===== src/rtl/multi_display.sv =====
// Time-multiplexed N-digit common-anode 7-segment driver with PWM dimming and frame-aligned content updates.
// Latency: an/c/dp/frame_start/load_ack are registered one cycle after the scan state; new content appears at the next frame start.
// Backpressure: none on load; repeated loads before a frame boundary are merged last-wins into a single load_ack.
module multi_display #(
    parameter int N_DIGITS    = 8,
    parameter int REFRESH_DIV = 100_000,
    parameter int DIM_BITS    = 3
) (
    input  logic                    ck,
    input  logic                    rst_n,
    input  logic [4*N_DIGITS-1:0]   digits_in,
    input  logic [N_DIGITS-1:0]     dp_in,
    input  logic [N_DIGITS-1:0]     blank_in,
    input  logic                    lz_en,
    input  logic                    load,
    output logic                    load_ack,
    input  logic [DIM_BITS-1:0]     brightness,
    output logic [N_DIGITS-1:0]     an,
    output logic [6:0]              c,
    output logic                    dp,
    output logic                    frame_start
);

    localparam int SEL_W  = $clog2(N_DIGITS);
    localparam int SLOT_W = $clog2(REFRESH_DIV);
    localparam logic [SEL_W-1:0]  SEL_LAST  = SEL_W'(N_DIGITS - 1);
    localparam logic [SLOT_W-1:0] SLOT_LAST = SLOT_W'(REFRESH_DIV - 1);

    // Everything the display needs for one frame, captured as a unit.
    typedef struct packed {
        logic [4*N_DIGITS-1:0] digits;
        logic [N_DIGITS-1:0]   dp;
        logic [N_DIGITS-1:0]   blank;
        logic                  lz;
    } content_t;

    localparam content_t CONTENT_RST = '{digits: '0, dp: '0, blank: '1, lz: 1'b0};

    logic [SLOT_W-1:0]   slot_cnt;
    logic [SEL_W-1:0]    sel;
    logic [DIM_BITS-1:0] pwm_cnt;
    content_t            stg;
    content_t            disp;
    logic                pending;
    logic                apply_d;
    logic                new_frame_d;

    logic                slot_end;
    logic                boundary;
    logic [N_DIGITS-1:0] supp;
    logic                supp_run;
    logic [3:0]          cur_dig;
    logic                cur_dp;
    logic                cur_dark;

    assign slot_end = (slot_cnt == SLOT_LAST);
    assign boundary = slot_end && (sel == SEL_LAST);

    // Standard active-low hex segment table, bit order {ca..cg}.
    function automatic logic [6:0] seg7(input logic [3:0] v);
        logic [6:0] s;
        case (v)
            4'h0: s = 7'b0000001;
            4'h1: s = 7'b1001111;
            4'h2: s = 7'b0010010;
            4'h3: s = 7'b0000110;
            4'h4: s = 7'b1001100;
            4'h5: s = 7'b0100100;
            4'h6: s = 7'b0100000;
            4'h7: s = 7'b0001111;
            4'h8: s = 7'b0000000;
            4'h9: s = 7'b0000100;
            4'hA: s = 7'b0001000;
            4'hB: s = 7'b1100000;
            4'hC: s = 7'b0110001;
            4'hD: s = 7'b1000010;
            4'hE: s = 7'b0110000;
            default: s = 7'b0111000;
        endcase
        return s;
    endfunction

    // Slot timer, digit select and free-running PWM counter.
    always_ff @(posedge ck or negedge rst_n) begin
        if (!rst_n) begin
            slot_cnt <= '0;
            sel      <= '0;
            pwm_cnt  <= '0;
        end else begin
            pwm_cnt <= pwm_cnt + DIM_BITS'(1);
            if (slot_end) begin
                slot_cnt <= '0;
                sel      <= (sel == SEL_LAST) ? '0 : sel + SEL_W'(1);
            end else begin
                slot_cnt <= slot_cnt + SLOT_W'(1);
            end
        end
    end

    // Staging capture and frame-boundary apply; a load on the boundary cycle stays pending for the next frame.
    always_ff @(posedge ck or negedge rst_n) begin
        if (!rst_n) begin
            stg         <= CONTENT_RST;
            disp        <= CONTENT_RST;
            pending     <= 1'b0;
            apply_d     <= 1'b0;
            new_frame_d <= 1'b0;
        end else begin
            apply_d     <= boundary && pending;
            new_frame_d <= boundary;
            if (boundary && pending) begin
                disp <= stg;
            end
            if (load) begin
                stg <= '{digits: digits_in, dp: dp_in, blank: blank_in, lz: lz_en};
            end
            pending <= load || (pending && !boundary);
        end
    end

    // Leading-zero suppression, scanning from the most significant digit down; digit 0 is never suppressed.
    always_comb begin
        supp     = '0;
        supp_run = disp.lz;
        for (int i = N_DIGITS - 1; i > 0; i--) begin
            if (supp_run && (disp.digits[4*i +: 4] == 4'h0) && !disp.dp[i]) begin
                supp[i] = 1'b1;
            end else begin
                supp_run = 1'b0;
            end
        end
    end

    // Pick out the currently scanned digit's value, decimal point and dark state.
    always_comb begin
        cur_dig  = '0;
        cur_dp   = 1'b0;
        cur_dark = 1'b0;
        for (int i = 0; i < N_DIGITS; i++) begin
            if (sel == SEL_W'(i)) begin
                cur_dig  = disp.digits[4*i +: 4];
                cur_dp   = disp.dp[i];
                cur_dark = disp.blank[i] || supp[i];
            end
        end
    end

    // Registered pin drivers; PWM gates only the anode so cathodes stay stable through the slot.
    always_ff @(posedge ck or negedge rst_n) begin
        if (!rst_n) begin
            an          <= '1;
            c           <= 7'h7F;
            dp          <= 1'b1;
            load_ack    <= 1'b0;
            frame_start <= 1'b0;
        end else begin
            load_ack    <= apply_d;
            frame_start <= new_frame_d;
            if (cur_dark) begin
                an <= '1;
                c  <= 7'h7F;
                dp <= 1'b1;
            end else begin
                c  <= seg7(cur_dig);
                dp <= !cur_dp;
                an <= (pwm_cnt <= brightness) ? ~(N_DIGITS'(1) << sel) : '1;
            end
        end
    end

endmodule


===== config.mk =====
export PLATFORM = sky130hd
export DESIGN_NAME = multi_display
export DESIGN_NICKNAME = d
export VERILOG_FILES = /design/src/rtl/multi_display.sv
export SDC_FILE = /design/constraint.sdc
export NUM_CORES = 1
export LEC_CHECK = 0
export CAP_MARGIN = 25
export CORE_MARGIN = 2
export CORE_UTILIZATION = 56
export CTS_CLUSTER_DIAMETER = 50
export DETAILED_ROUTE_END_ITERATION = 16
export PLACE_DENSITY = 0.9
export SLEW_MARGIN = 20
export SYNTH_ARGS = -nofsm -noshare
export SYNTH_HDL_FRONTEND = slang
export SYNTH_SLANG_ARGS = --single-unit

===== constraint.sdc =====
create_clock -name ck -period 3.35 [get_ports ck]
set_clock_uncertainty 0.05 [all_clocks]
set_input_delay 0.335 -clock ck [delete_from_list [all_inputs] [get_ports ck]]
set_output_delay 0.335 -clock ck [all_outputs]
set_load 0.05 [all_outputs]

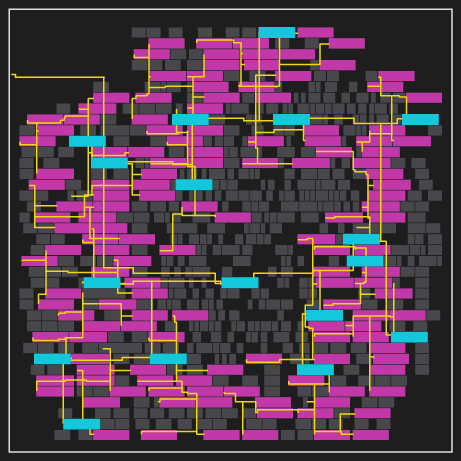
Fig. 1. Routed clock nets over the placement.
(4 px per um)
Key: flip-flops = magenta [count 142]; clock drivers = cyan [count 17]; clock wires = yellow [length 1590 um]
There are 18 routed clock nets.

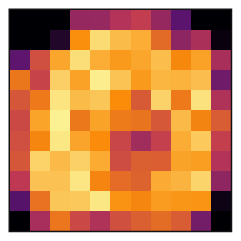
Fig. 2. Local utilization.
(2 px per um) 11 x 11 tiles, from black (low) to pale yellow (high), 0 to 100% covered.
The mean over all tiles is 63%. 7.4% of the tiles are nearly empty. The emptiest ninth of the die: north-west. The fullest tile reaches 97%. 42% of the tiles are over 75% full.
CORE AREA: 10940 um2
Initial Util: 57.91%

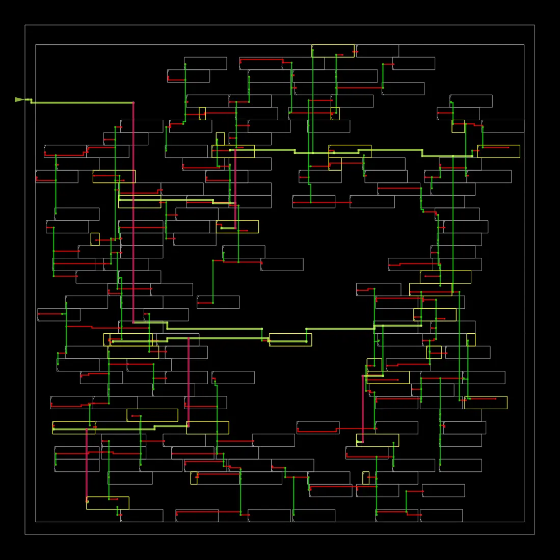
Fig. 3. Clock nets.
Insertion Delay late pin: 430 ps
total CTS buffers: 17
Clock Power: 1.85 mW
# clk buffers: 21
clk sink count: 142

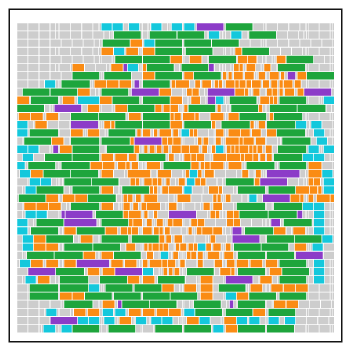
Fig. 4. Cell classes on the final placement.
(3 px per um) Fill, decap, tap and diode cells in gray.
Key: clock drivers and dummy loads = purple [cells 32, share of their area 7.6%]; combinational and other logic = orange [cells 340, share of their area 35%]; sequential cells = green [cells 142, share of their area 47%]; remaining buffers and delay cells = cyan [cells 83, share of their area 11%]

==> flow_metrics.tcl <==
# collected from the flow reports
set metrics [dict create \
    status "complete, no violations" \
    hp-class "register to register" \
    maxCapViolations 0 \
    worst_pin_slew_ps 694.6 \
    ys_seq_share_pct 56.75 \
    critPathRequiredTime_ps 3600 \
    cp_data_arrival_time_ps 3350 \
    path_buffers 2 \
    synth.distinct_cells 57 \
    grt_pass1_vias 4339 \
    netlist_area_um2 6332 \
    grt_overflow 0 \
    final.setup.tns_ps 0 \
    dr.pass1.iters 4 \
    yosysTopAreaCellShare_pct 43.47 \
    warnings 35 \
    cts_tree "done" \
    crit_slowest_cell "ha_1" \
    drt-initial-drc-count 307 \
    yosysWarnings 0 \
    cts_max_path_buffers 2 \
    clkTransAtPathRegs_ps 60 \
    slew_viol_final 0 \
    critical_path_class "register to register" \
    root_buffer "clkbuf_16" \
    h-tree-depth 4 \
    final-setup-viol-count 0 \
    hold_ws_ps 298.7 \
    wl_per_cell_um 17.51 \
    period_needed_ps 3105 \
    fin_nets 656 \
    crit_path_max_fanout 23 \
    dieWidth_um 110.3 \
    antenna_found_initial 0 \
    vias 4176 \
    crit_path_start_kind "register" \
    yosys_cells 507 \
    syn_avg_cell_area_um2 12.49 \
    powerDensity_nw_per_um2 493.8 \
    port_buffers 72 \
    async_flop_share_pct 100.0 \
    synthCells 507 \
    worst_path_largest_cell_delay_ps 420 \
    antenna_left 0 \
    p_leak_nw 3.487 \
    synth_flops 142 \
    synth.area.top_cells "dfrtp_1, mux2_2, dfstp_2, ha_1, a21oi_1" \
    postCtsSetupBuffers 0 \
    grt_max_degree 81 \
    die_h_um 110.3 \
    hold_viol_final 0 \
    rows 38 \
    pin_count 73 \
    edf_count 0 \
    top_cell "dfrtp_1" \
    crit_start "sel[1]$_DFFE_PN0N_" \
    hold_start "new_frame_d$_DFF_PN0_" \
    common_cells "dfrtp_1, mux2_2, dfstp_2, a21oi_1, nor2_1" \
    rsz0062_at_grt "no" \
    dieArea_um2 12170 \
    worstPathCellList "inv_1 > ha_1 > buf_4 > and2_1 > a21o_1 > a31oi_1 > nand2_1 > o21ai_0 > o21bai_2 > o221ai_1" \
    max_freq_ghz 0.3221 \
    area.growth.synth_to_final_pct 23.20 \
    wirelength_mm 12.90 \
    avgViaCountPerCell 5.666 \
    ys.flop_type "dfrtp_1" \
    drcViolationCount 0 \
    slew_headroom_pct 53.70 \
    yosys.area.top_type "dfrtp_1" \
    dp_hpwl_mm 9.016 \
    drive_gt1_share_pct 29.82 \
    ys_chip_area_um2 6332 \
    cp-end-kind "register" \
]
==> layer usage <==
metal	track usage (%)	share of wire, %	up-vias
li1	-	-	1956
met1	31.64	44	2096
met2	38.26	49	111
met3	6.584	5.1	13
met4	7.768	1.1	0
met5	0	0	-
==> area by class of cell <==
type                            instances  area [um2]
Multi-Input combinational cell        318        2550
Inverter                               22       82.58
Clock buffer                           21       440.4
Fill cell                             757        3134
Timing Repair Buffer                   83       817.0
Clock inverter                         11       142.6
Sequential cell                       142        3593
Tap cell                              140       175.2
==> final timing paths <==
kind,endpoint,slack (ps),cells past startpoint
setup / recovery,c[0]$_DFF_PN1_,250,10
hold / removal,frame_start$_DFF_PN0_,300,0
setup reg to reg,c[0]$_DFF_PN1_,250,10
hold reg to reg,frame_start$_DFF_PN0_,300,0
max in group asynchronous,disp[2]$_DFFE_PN1P_,1960,3
min in group asynchronous,stg[10]$_DFFE_PN0P_,470,2
==> layout by cell type (no fill, tap or decap), types with 3 or more instances in the layout <==
cell,netlist,routed
buf_4,0,9
o211ai_1,3,3
mux2_2,96,96
clkinv_2,0,4
nand2_1,23,22
xnor2_1,7,7
o221ai_1,4,4
nand4_1,11,11
dfstp_2,32,32
nand2b_1,5,5
bufinv_16,0,3
inv_1,22,22
nor2b_1,7,7
xor2_1,8,8
nand3b_1,4,4
dfrtp_1,110,110
nor3_1,5,5
o21ai_0,16,15
mux2_1,3,3
a21o_1,3,3
or4_1,3,3
ha_1,17,17
clkdlybuf4s50_1,0,70
a21oi_1,26,26
clkbuf_1,18,4
nand3_1,11,11
nor2_1,26,26
clkbuf_16,0,17
==> kinds of logic after synthesis <==
family / after synthesis / synth area share (%)
AND/OR/NAND/NOR: 112 / 9.583
AND-OR/OR-AND: 73 / 7.291
buffers and inverters: 47 / 3.023
adder cells (fa/ha/maj): 17 / 3.359
XOR/XNOR: 15 / 2.075
flip-flops: 142 / 56.75
multiplexers: 101 / 17.92
==> registers in the layout, indices dropped and copies added (netlist names) <==
name         count
stg             49
sel              3
apply_d          1
pending          1
slot_cnt        17
c                7
new_frame_d      1
dp               1
pwm_cnt          3
an               8
frame_start      1
disp            49
load_ack         1
==> report_power, final <==
part / total, mW / internal (mW) / switching [mW]
clock: 1.85 / 1.16 / 0.682
sequential: 1.82 / 1.79 / 0.0350
combinational: 0.185 / 0.113 / 0.0716
total: 3.85 / 3.06 / 0.789
==> stage by stage <==
stage / total power, mW / instances / setup WS [ps] / cell area, um2 / util [%]
after CTS: 3.892 / 736 / 125.5 / 7791 / 71.25
after global routing: 3.999 / 737 / 38.39 / 7801 / 71.34
after floorplan: 1.911 / 507 / 293.7 / 6332 / -
after detailed placement: 2.037 / 703 / 115.9 / 7198 / 65.82
final: 3.852 / 737 / 245.3 / 7801 / 71.34
after global placement: 2.024 / 703 / 342.7 / 7198 / 65.82
==> timing repair <==
action | in CTS | in global routing
endpoints found under the hold margin | 53 | 0
hold buffers | 1 | 0
resized | 0 | 1
setup endpoints to repair | 0 | 2
Power is estimated from default activity; no workload was simulated.
